`config.mk`:
```
export PLATFORM = sky130hd
export DESIGN_NAME = quad_decoder
export DESIGN_NICKNAME = d
export VERILOG_FILES = /design/src/rtl/quad_decoder.sv
export SDC_FILE = /design/constraint.sdc
export NUM_CORES = 1
export LEC_CHECK = 0
export ABC_AREA = 1
export CORE_MARGIN = 2
export CORE_UTILIZATION = 55
export DETAILED_ROUTE_END_ITERATION = 8
export HOLD_SLACK_MARGIN = 0.02
export PLACE_DENSITY = 0.73
export SETUP_SLACK_MARGIN = 0.5
export SLEW_MARGIN = 40
export SYNTH_ARGS = -nofsm -noshare
export SYNTH_HDL_FRONTEND = slang
export SYNTH_SLANG_ARGS = --single-unit
```
`constraint.sdc`:
```
create_clock -name clk -period 3.4 [get_ports clk]
set_input_delay 0.34 -clock clk [delete_from_list [all_inputs] [get_ports clk]]
set_output_delay 0.34 -clock clk [all_outputs]
set_load 0.02 [all_outputs]
```
`src/rtl/quad_decoder.sv`:
```
// ============================================================================
//  Module   : quad_decoder
//  Brief    : Filtered quadrature decoder with position, step strobe and
//             windowed speed measurement.
//  Revision : 1.0 - initial release
// ============================================================================
`default_nettype none

module quad_decoder #(
  parameter int POS_WIDTH     = 16,
  parameter int FILTER_CYCLES = 4,
  parameter int SPEED_WINDOW  = 27000
) (
  input  logic                 clk,
  input  logic                 rst_n,
  input  logic                 enc_a,
  input  logic                 enc_b,
  input  logic                 clear,
  input  logic                 err_clear,
  output logic [POS_WIDTH-1:0] position,
  output logic                 step_pulse,
  output logic                 step_dir,
  output logic signed [15:0]   speed,
  output logic                 speed_valid,
  output logic                 error
);

  localparam int         c_win_w    = (SPEED_WINDOW > 1) ? $clog2(SPEED_WINDOW) : 1;
  localparam logic [7:0] c_flt_last = 8'(FILTER_CYCLES - 1);

  logic [1:0] w_raw;
  logic [1:0] w_filt;
  logic [1:0] w_fvld;
  logic [1:0] r_sync_vld;

  assign w_raw = {enc_a, enc_b};

  // Synchronizer contents are meaningless until two edges after reset release.
  always_ff @(posedge clk or negedge rst_n) begin
    if (!rst_n) r_sync_vld <= 2'b00;
    else        r_sync_vld <= {r_sync_vld[0], 1'b1};
  end

  generate
    for (genvar gi = 0; gi < 2; gi++) begin : g_chan
      logic       r_s1;
      logic       r_s2;
      logic       r_filt;
      logic       r_vld;
      logic [7:0] r_cnt;

      always_ff @(posedge clk or negedge rst_n) begin
        if (!rst_n) begin
          r_s1   <= 1'b0;
          r_s2   <= 1'b0;
          r_filt <= 1'b0;
          r_vld  <= 1'b0;
          r_cnt  <= 8'd0;
        end else begin
          r_s1 <= w_raw[gi];
          r_s2 <= r_s1;
          if (!r_sync_vld[1]) begin
            r_cnt <= 8'd0;
          end else if (!r_vld) begin
            // Initial acquisition: track the input until it holds still.
            if (r_s2 != r_filt) begin
              r_filt <= r_s2;
              r_cnt  <= 8'd0;
            end else if (r_cnt == c_flt_last) begin
              r_vld <= 1'b1;
              r_cnt <= 8'd0;
            end else begin
              r_cnt <= r_cnt + 8'd1;
            end
          end else if (r_s2 != r_filt) begin
            if (r_cnt == c_flt_last) begin
              r_filt <= r_s2;
              r_cnt  <= 8'd0;
            end else begin
              r_cnt <= r_cnt + 8'd1;
            end
          end else begin
            r_cnt <= 8'd0;
          end
        end
      end

      assign w_filt[gi] = r_filt;
      assign w_fvld[gi] = r_vld;
    end
  endgenerate

  logic [1:0] r_prev;
  logic       r_primed;
  logic [1:0] w_cur_idx;
  logic [1:0] w_prev_idx;
  logic [1:0] w_diff;
  logic       w_eval;
  logic       w_fwd;
  logic       w_rev;
  logic       w_ill;

  // Gray-to-binary so forward motion is +1 mod 4.
  assign w_cur_idx  = {w_filt[1], w_filt[1] ^ w_filt[0]};
  assign w_prev_idx = {r_prev[1], r_prev[1] ^ r_prev[0]};
  assign w_diff     = w_cur_idx - w_prev_idx;
  assign w_eval     = r_primed && (w_filt != r_prev);
  assign w_fwd      = w_eval && (w_diff == 2'd1);
  assign w_rev      = w_eval && (w_diff == 2'd3);
  assign w_ill      = w_eval && (w_diff == 2'd2);

  always_ff @(posedge clk or negedge rst_n) begin
    if (!rst_n) begin
      r_prev   <= 2'b00;
      r_primed <= 1'b0;
    end else if (&w_fvld) begin
      r_prev   <= w_filt;
      r_primed <= 1'b1;
    end
  end

  always_ff @(posedge clk or negedge rst_n) begin
    if (!rst_n) begin
      position   <= '0;
      step_pulse <= 1'b0;
      step_dir   <= 1'b0;
      error      <= 1'b0;
    end else begin
      step_pulse <= w_fwd | w_rev;
      if (w_fwd)      step_dir <= 1'b1;
      else if (w_rev) step_dir <= 1'b0;
      if (clear)      position <= '0;
      else if (w_fwd) position <= position + POS_WIDTH'(1);
      else if (w_rev) position <= position - POS_WIDTH'(1);
      if (w_ill)          error <= 1'b1;
      else if (err_clear) error <= 1'b0;
    end
  end

  logic [c_win_w-1:0] r_win;
  logic signed [15:0] r_acc;
  logic signed [15:0] w_acc_next;
  logic               w_win_last;

  assign w_win_last = (r_win == c_win_w'(SPEED_WINDOW - 1));

  always_comb begin
    w_acc_next = r_acc;
    if (w_fwd && (r_acc != 16'sh7FFF))      w_acc_next = r_acc + 16'sd1;
    else if (w_rev && (r_acc != 16'sh8000)) w_acc_next = r_acc - 16'sd1;
  end

  always_ff @(posedge clk or negedge rst_n) begin
    if (!rst_n) begin
      r_win       <= '0;
      r_acc       <= 16'sd0;
      speed       <= 16'sd0;
      speed_valid <= 1'b0;
    end else if (w_win_last) begin
      r_win       <= '0;
      r_acc       <= 16'sd0;
      speed       <= w_acc_next;
      speed_valid <= 1'b1;
    end else begin
      r_win       <= r_win + c_win_w'(1);
      r_acc       <= w_acc_next;
      speed_valid <= 1'b0;
    end
  end

endmodule

`default_nettype wire

```
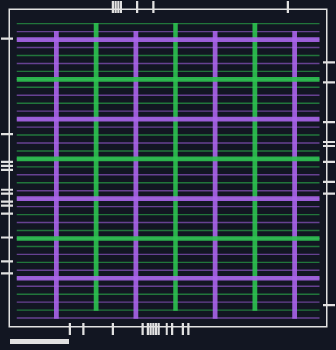
*PDN straps and rails, run 1*
The bar under the picture is 20 um long. Pins as bars on the die edge.
Key: green = VDD; purple = VSS
38 met1 rails follow the rows. 7 straps on met5. 42 signal pins sit on the boundary.

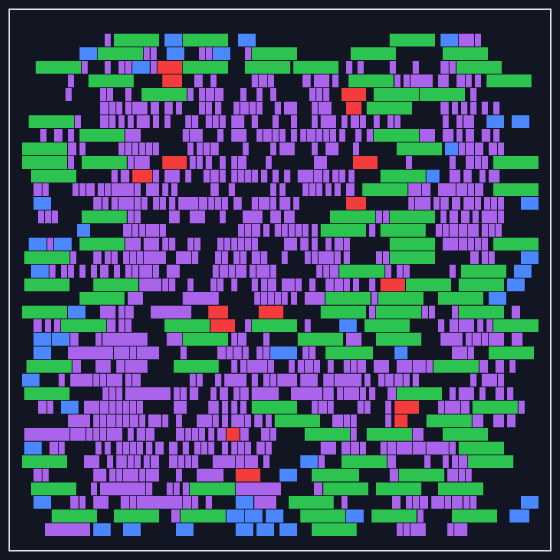
*Placement by cell class, run 1*
Key: blue = other buffers and delay cells [cells 47]; green = flops [cells 96]; red = clock drivers and dummy loads [cells 16]; purple = combinational and other logic [cells 696]
share of the core filled with cells: 65.3%
sequential portion of the cell area: 35.4%
count of standard-cell rows: 37
area of the core: 0.0104 mm^2
summed area of non-filler cells in the final layout: 0.00680 mm^2

==> summary.txt, run 1 <==
Status on the layout run. The signal on the critical path passes through xor2_1 -> ha_2 -> inv_2 -> nand3_2 -> inv_1 -> nand2_1 -> buf_8 -> ha_1 -> nand2_1 -> nor2_1 -> nor2_1 -> nand2_1 -> nand2_1 -> nand2_1 -> nand3_1 -> nand2_1 -> o21ai_1. Number of vias after detailed routing landed at 5146. The data required time reported for the critical path is 3.70 ns. Data on the critical path arrives at its endpoint at 3.02 ns. The tightest min-delay check is of the reg2reg type. Worst slack on hold paths landed at 0.359 ns. Average routed wire per standard cell landed at 13.1 um.

Synthesized flop and latch total landed at 96. In this run, distinct cell masters in the synthesized netlist total 37. Last weighted congestion value of the routability-driven placer landed at 0.949. Global route total overflow landed at 0. Once the clock tree was built, the setup fixing pass inserted 0 buffers. The final timing report lists a hold violation count of 0. Yosys attributes the largest share of cell area to sky130_fd_sc_hd__dfrtp_1 40%, sky130_fd_sc_hd__nand2_1 17%, sky130_fd_sc_hd__nor2_1 5.5%, sky130_fd_sc_hd__inv_1 5.1%, sky130_fd_sc_hd__ha_1 4.8%.

Global routing used 24.1% of the available tracks. The commonest register cell is sky130_fd_sc_hd__dfrtp_1. The critical path in this run is classified as reg2reg. Portion of total power attributed to sequential cells landed at 28.1%.

The worst register-to-register path has a depth of 17. TritonCTS built the clock tree. Area used by sequential logic in the layout landed at 0.00240 mm^2. Portion of the clock cycle consumed by the worst path in the final layout landed at 79.9%. The number of global-route vias before repair is 5013. In the synthesized netlist, the cells that appear most often are 271 x sky130_fd_sc_hd__nand2_1, 96 x sky130_fd_sc_hd__dfrtp_1, 88 x sky130_fd_sc_hd__nor2_1. Power comes to 5.82 mW. Remaining max-slew budget at the tightest pin landed at 57.2%. Count of flip-flops with a built-in enable after synthesis landed at 0.

Internal power landed at 2.97 mW. Cts-stage hold buffer count landed at 1. sky130_fd_sc_hd__dfrtp_1 takes more of the synthesized area than any other cell. Area figure in the yosys stat output landed at 0.00595 mm^2. Remaining antenna violation count landed at 0. CTS placed an instance of sky130_fd_sc_hd__clkbuf_8 at the clock tree root. The pin closest to its max-slew limit shows a slew of 0.642 ns. First-pass iteration count of the detailed router landed at 4. Fill cells in the final layout number 948.

The final timing report derives a shortest allowable period of 2.72 ns. In the layout the commonest cells are 271 x sky130_fd_sc_hd__nand2_1, 94 x sky130_fd_sc_hd__dfrtp_1, 88 x sky130_fd_sc_hd__nor2_1. Across the run, the number of max-cap violations was 0. Number of nets in the finished design landed at 880.

Count of routing violations after the opening detailed-route iteration landed at 268. Reg-to-reg setup timing slack landed at 0.68 ns. The flow ran to the end, and the final reports show no timing, DRC or antenna violations. The leakage component of the power was reported as 3.53 nW. In the final layout, excluding clock buffers the buffer count is 47. Counting every sink on the clock net gives 96. Worst slack after detailed placement landed at 0.554 ns. For the worst reg-to-reg path, the startpoint reported by OpenROAD is r_prev[1]. Upper clock frequency limit landed at 368 MHz.
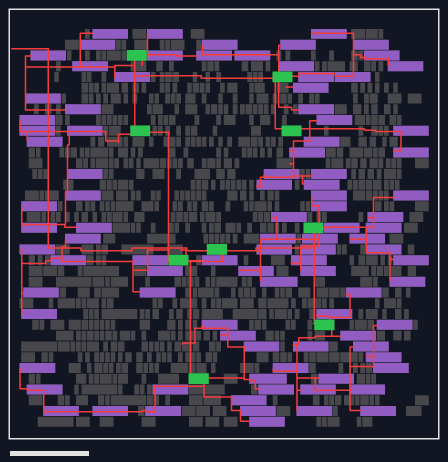
*Clock network drawn from the DEF, run 1*
The bar under the picture is 20 um long.
Key: green = clock drivers [count 9]; red = clock wires [length 1130 um]; purple = flip-flops [count 96]
Position of the flops: all over the die.

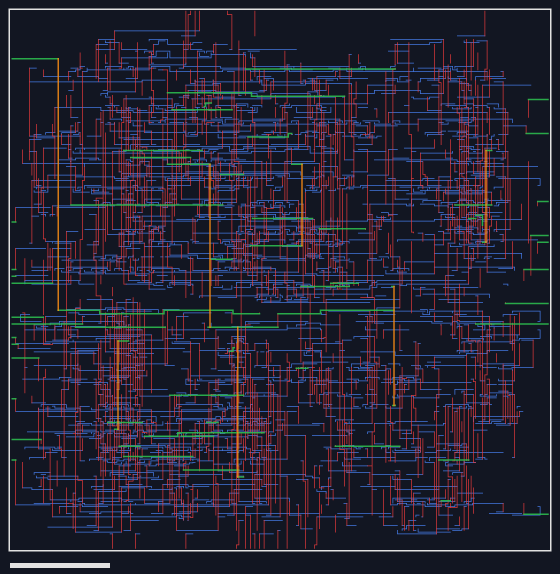
*Metal layers overlaid, run 1*
The bar under the picture is 20 um long.
Key: red = metal 2 [wire length 6020 um]; green = metal 3 [wire length 540 um]; blue = metal 1 [wire length 6260 um]; orange = metal 4 [wire length 189 um]

==> run 1: routing by layer <==
metal  track usage [%]  part of all wire, %  vias to the layer above  wire length, um
met4              7.88                  1.5                        0              189
li1                  -                    -                     2648                -
met1              33.4                   48                     2381             6260
met3              4.52                  4.2                       15              540
met2              38.3                   46                      102             6020
met5                 0                    0                        -                0
==> run 1: how the worst max path moves through the flow <==
stage	start	end	slack (ns)	cells past startpoint
floorplan	g_chan[0].r_filt	position[9]	0.64	15
global placement	g_chan[1].r_filt	position[14]	0.66	16
detailed placement	g_chan[1].r_filt	position[11]	0.55	17
CTS	g_chan[1].r_filt	position[15]	0.52	17
global route	r_prev[1]	position[12]	0.44	18
finish	r_prev[1]	position[15]	0.68	17
==> run 1: cell families (layout without fill, tap and decap cells) <==
logic type	count (synthesis)	count (layout)	synth area share, %
AND-OR/OR-AND	87	87	8.28
buffers and inverters	106	151	7.59
XOR/XNOR	41	41	6.03
flip-flops	96	96	40.4
other	1	1	0.0630
adder cells (fa/ha/maj)	24	24	5.17
AND/OR/NAND/NOR	455	455	32.5
==> run 1: state kept, by name (all words and copies together) (netlist names) <==
signal and flops:
position 16, r_acc 16, step_pulse 1, g_chan.r_vld 2
r_primed 1, error 1, r_win 15, g_chan.r_s1 2
g_chan.r_s2 2, speed 16, r_sync_vld 2, speed_valid 1
r_prev 2, g_chan.r_cnt 16, g_chan.r_filt 2, step_dir 1
==> run 1: power by group through the flow <==
stage                     combinational (mW)  clock, mW  sequential (mW)
after floorplan                         2.48          0             1.63
after global placement                  3.15          0             1.62
after detailed placement                3.21          0             1.63
after CTS                               3.24      0.760             1.61
after global routing                    3.89      0.813             1.67
final                                   3.45      0.734             1.63
### Clock nets, run 1

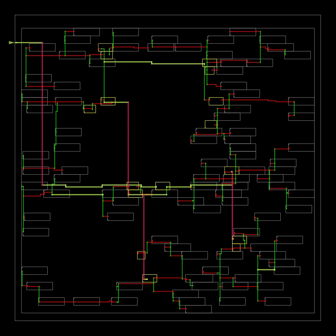

## Run 2: what changed since run 1
--- a/config.mk
+++ b/config.mk
@@ -7,10 +7,10 @@
 export LEC_CHECK = 0
 export ABC_AREA = 1
 export CORE_MARGIN = 2
-export CORE_UTILIZATION = 55
+export CORE_UTILIZATION = 54
 export DETAILED_ROUTE_END_ITERATION = 8
 export HOLD_SLACK_MARGIN = 0.02
-export PLACE_DENSITY = 0.73
+export PLACE_DENSITY = 0.75
 export SETUP_SLACK_MARGIN = 0.5
 export SLEW_MARGIN = 40
 export SYNTH_ARGS = -nofsm -noshare
==> constraint.sdc (replaced) <==
create_clock -name clk -period 2.2 [get_ports clk]
set_input_delay 0.22 -clock clk [delete_from_list [all_inputs] [get_ports clk]]
set_output_delay 0.22 -clock clk [all_outputs]
set_load 0.02 [all_outputs]
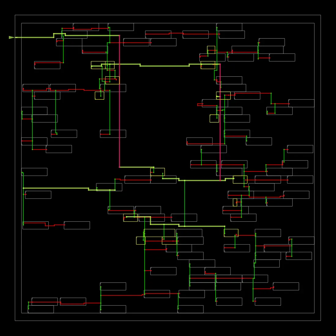
*Clock nets, run 2*
clock network power: 1.20 mW
clock net sink count: 96
count of clock buffers in the final design: 10

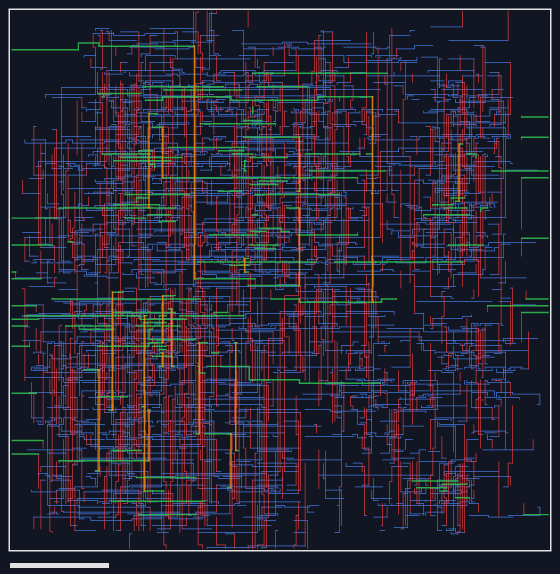
*Metal layers overlaid, run 2*
The bar under the picture is 20 um long.
Key: orange = metal 4 [wire length 323 um]; green = metal 3 [wire length 1050 um]; red = metal 2 [wire length 7880 um]; blue = metal 1 [wire length 7030 um]

==> run 2 against run 1 <==
Effect of this change:
- the run now ends with negative setup slack left
- critical path depth fell by 2
- clock skew shrank 0.0012 ns
- combinational power increased by 140%
- clock power rose by 63%
- setup slack lost 1.0 ns
- via count grew 12%
- synthesized cell count is the same
- fmax increased by 6.1%
- sequential cell count is the same
- power rose by 110%
- largest power group unchanged
==> summary.txt, run 2 <==
Status on the layout run. The flow ran to the end, but the final reports show violations. The checks that failed: negative setup slack. Across all setup checks in the final design, the least slack found is -0.361 ns. Worst slack on hold paths landed at 0.276 ns. Ranked by total cell area, the synthesized netlist is headed by sky130_fd_sc_hd__dfrtp_1 40%, sky130_fd_sc_hd__nand2_1 17%, sky130_fd_sc_hd__nor2_1 5.5%, sky130_fd_sc_hd__inv_1 5.1%, sky130_fd_sc_hd__ha_1 4.8%. Parity-gate share of the synthesized area counting xor and xnor cells landed at 6.03%. Synthesized flop and latch total landed at 96.

Number of global-route vias before repair landed at 5422. Static leakage power landed at 4.13 nW. Summed over all instances, the cell type with the most area after synthesis is sky130_fd_sc_hd__dfrtp_1. The placement summary gives the final routability congestion estimate as 0.954. Met3 layer usage reported by global route landed at 4.78%.

Traced cell by cell, the critical path runs through xor2_1 -> ha_2 -> inv_2 -> nand3_4 -> inv_8 -> nand2_8 -> ha_4 -> buf_6 -> a31oi_4 -> nor2_1 -> nor2_1 -> nand2_1 -> nand2_1 -> nand3_1 -> nand2_1. Endpoint required time on the critical path landed at 2.52 ns. By area, the combinational part of the netlist is dominated by simple AND/OR/NAND/NOR gates. Number of distinct library cells after synthesis landed at 37. The final report gives the standard cell area, fillers excluded, as 0.00802 mm^2. Count of standard-cell rows landed at 38. Timing analysis after detailed placement gives a worst setup slack of -0.384 ns. Routing usage on met2 landed at 44.8%. Subtracting the final worst setup slack from the clock period gives 2.56 ns. Multiplexer fraction of the synthesized cell area landed at 0%. The final hold violation count recorded for this run is 0. Number of setup violations in the final report landed at 22. Once iteration 0 of detailed routing completed, the report listed 404 DRC markers. Static timing analysis puts the maximum clock frequency at 390 MHz.
## run 2: cell counts after synthesis
Identical to the previous run, type by type.
## run 2: layer usage
layer / share of wire (%) / up-vias / wire length (um)
met5: 0 / - / 0
met4: 2.0 / 0 / 323
met1: 43 / 2724 / 7030
met3: 6.5 / 39 / 1050
li1: - / 2783 / -
met2: 48 / 232 / 7880
## run 2: timing repair
item / CTS / global route
endpoints found under the setup margin: 52 / 62
gates cloned: 5 / 2
resized: 61 / 108
hold endpoints to repair: 26 / 0
hold buffers: 1 / 0
setup buffers: 16 / 10
pin swaps: 61 / 65
## run 2: power breakdown
group / total (mW) / internal [mW] / switching, mW
clock: 1.20 / 0.541 / 0.662
combinational: 8.34 / 3.68 / 4.66
sequential: 2.56 / 2.08 / 0.482
## run 2: layout make-up
type,instances,area [um^2]
Multi-Input combinational cell,612,3810
Fill cell,796,2780
Sequential cell,96,2400
Timing Repair Buffer,107,1060
Inverter,88,353
Tap cell,140,175
Clock buffer,10,128
Clock inverter,6,72.6
Timing Repair inverter,1,11.3
## run 2: path summary, 6_finish.rpt
path                               start            endpoint  slack, ns  cells past startpoint
setup reg to reg               r_prev[1]        position[13]      -0.36                     15
setup / recovery               r_prev[1]        position[13]      -0.36                     15
hold / removal                     enc_b      g_chan[0].r_s1       0.28                      1
max in group asynchronous          rst_n            r_acc[3]       1.29                      3
hold reg to reg            r_sync_vld[0]       r_sync_vld[1]       0.36                      0
min in group asynchronous          rst_n  g_chan[0].r_cnt[4]       0.31                      2
## Run 3: what changed since run 2
--- a/config.mk
+++ b/config.mk
@@ -8,6 +8,7 @@
 export ABC_AREA = 1
 export CORE_MARGIN = 2
 export CORE_UTILIZATION = 54
+export CTS_CLUSTER_DIAMETER = 200
 export DETAILED_ROUTE_END_ITERATION = 8
 export HOLD_SLACK_MARGIN = 0.02
 export PLACE_DENSITY = 0.75
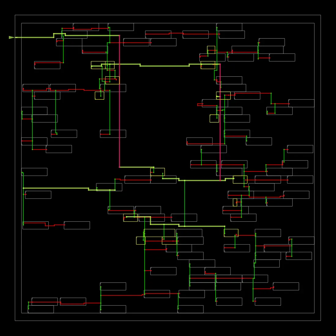
*Clock nets, run 3*
Worst Skew: 0.0110 ns
number of buffers created by CTS: 9
flip-flops: 96

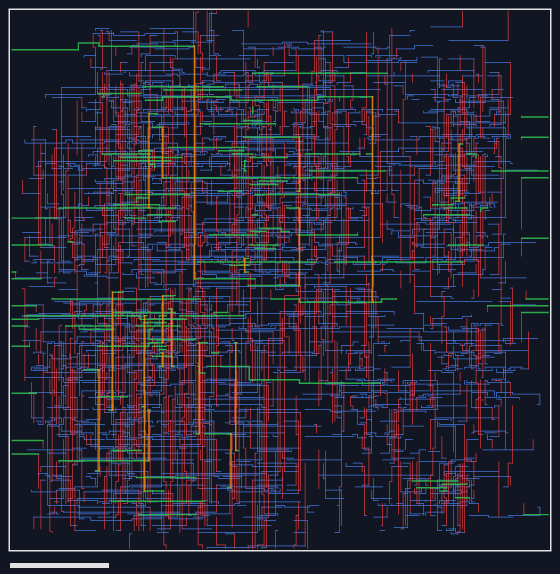
*Metal layers overlaid, run 3*
The bar under the picture is 20 um long.
Key: red = metal 2 [wire length 7880 um]; green = metal 3 [wire length 1050 um]; blue = metal 1 [wire length 7030 um]; orange = metal 4 [wire length 323 um]

==> run 3 against run 2 <==
Effect of this change:
- the flow still finishes with violations (negative setup slack)
- fmax unchanged
- critical path type unchanged
- non-clock buffer count is the same
- utilization did not move
- highest routed layer unchanged
- largest power group unchanged
- global-route usage is the same
- count of clock-buffer cells in the layout unchanged
- largest cell class unchanged
- clock power is essentially flat
==> summary.txt, run 3 <==
Status on the layout run. The flow ran to the end, but the final reports show violations. The checks that failed: negative setup slack. In the hold report, the worst path ends at g_chan[0].r_s1. Multiplexer fraction of the synthesized cell area landed at 0%.

Share of the core filled with cells in the final layout landed at 74.3%. Setup slack on the worst path after placement came out at -0.384 ns. The internal portion of the total power is 6.30 mW.

Average routed wire per standard cell landed at 15.4 um. In this run the remaining antenna-violating nets after routing total 0. By area the synthesized netlist is led by sky130_fd_sc_hd__dfrtp_1 40%, sky130_fd_sc_hd__nand2_1 17%, sky130_fd_sc_hd__nor2_1 5.5%, sky130_fd_sc_hd__inv_1 5.1%, sky130_fd_sc_hd__ha_1 4.8%. Last weighted congestion value of the routability-driven placer landed at 0.954. Area share of fa/ha/maj cells after synthesis landed at 5.17%.

For reference, the top cells by count after synthesis are 271 x sky130_fd_sc_hd__nand2_1, 96 x sky130_fd_sc_hd__dfrtp_1, 88 x sky130_fd_sc_hd__nor2_1. Clock sink total landed at 96. Looking at the power breakdown, the clock network takes 9.9% of the total. The startpoint identified for the worst hold timing path is enc_b. Area figure in the yosys stat output landed at 0.00595 mm^2.

The flow reports an fmax of 390 MHz. Global routing consumed, over all layers together, 27.0% of the routing resources. The synthesized design contains 0 enable-type register cells.

According to the timing report, the data required time at the worst endpoint equals 2.52 ns. For this run, the leading register cell type out of synthesis is sky130_fd_sc_hd__dfrtp_1. Once routing completed, OpenROAD measured the worst setup slack at -0.361 ns. In this run the worst setup path terminates at position[13]. Cell depth of the worst min-delay path landed at 1. The synthesis stat section lists a flop and latch total of 96. In the layout the commonest cells are 217 x sky130_fd_sc_hd__nand2_1, 96 x sky130_fd_sc_hd__dfrtp_1, 77 x sky130_fd_sc_hd__nor2_1. In this run the critical register-to-register path is captured at position[13]. Number of setup violations in the final report landed at 22. The tool flagged a number of max-cap violations equal to 0. Total power for the finished layout comes to 12.1 mW.
-- run 3: final cells by class --
class                   count  area (um^2)  share of cell area, %
multi-input cells         612         3810                   47.6
flip-flops and latches     96         2400                   30.0
repair inverters            1         11.3                  0.140
well taps                 140          175                   2.19
inverters                  88          353                   4.40
clock inverters             6         72.6                  0.905
repair buffers            107         1060                   13.3
clock buffers              10          128                   1.59
-- run 3: logic make-up after synthesis --
kind of cell,Yosys count
flip-flops,96
buffers and inverters,106
XOR/XNOR,41
adder cells (fa/ha/maj),24
AND-OR/OR-AND,87
AND/OR/NAND/NOR,455
other,1
-- run 3: critical path: cells and delay by family, from the launching register on --
family	cells	cell delay, ns
AOI/OAI and AO/OA	1	0.22
xor gates and xnor gates	1	0.19
adders and majority gates	2	0.59
buffers and inverters	3	0.33
DFF	1	0.40
and+or+nand+nor	8	0.77
-- run 3: timing repair --
item / CTS / global route
setup buffers: 16 / 10
cloned: 5 / 2
resized: 61 / 108
hold buffers: 1 / 0
hold endpoints to repair: 26 / 0
endpoints found under the setup margin: 52 / 62
pin swaps: 61 / 65
-- run 3: power groups by stage --
stage	Combinational [mW]	Clock, mW	Sequential (mW)
floorplan	4.13	0	2.55
global placement	5.76	0	2.53
detailed placement	5.88	0	2.54
CTS	7.04	1.23	2.54
global route	9.02	1.31	2.59
finish	8.34	1.20	2.56
-- run 3: per-layer routing --
layer | global-route usage [%] | vias to the layer above | part of all wire (%)
met4 | 7.05 | 0 | 2.0
met3 | 4.78 | 39 | 6.5
met5 | 0 | - | 0
met1 | 36.7 | 2724 | 43
met2 | 44.8 | 232 | 48
li1 | - | 2783 | -
Power figures rest on the tool's default switching activity, not on a simulated workload.
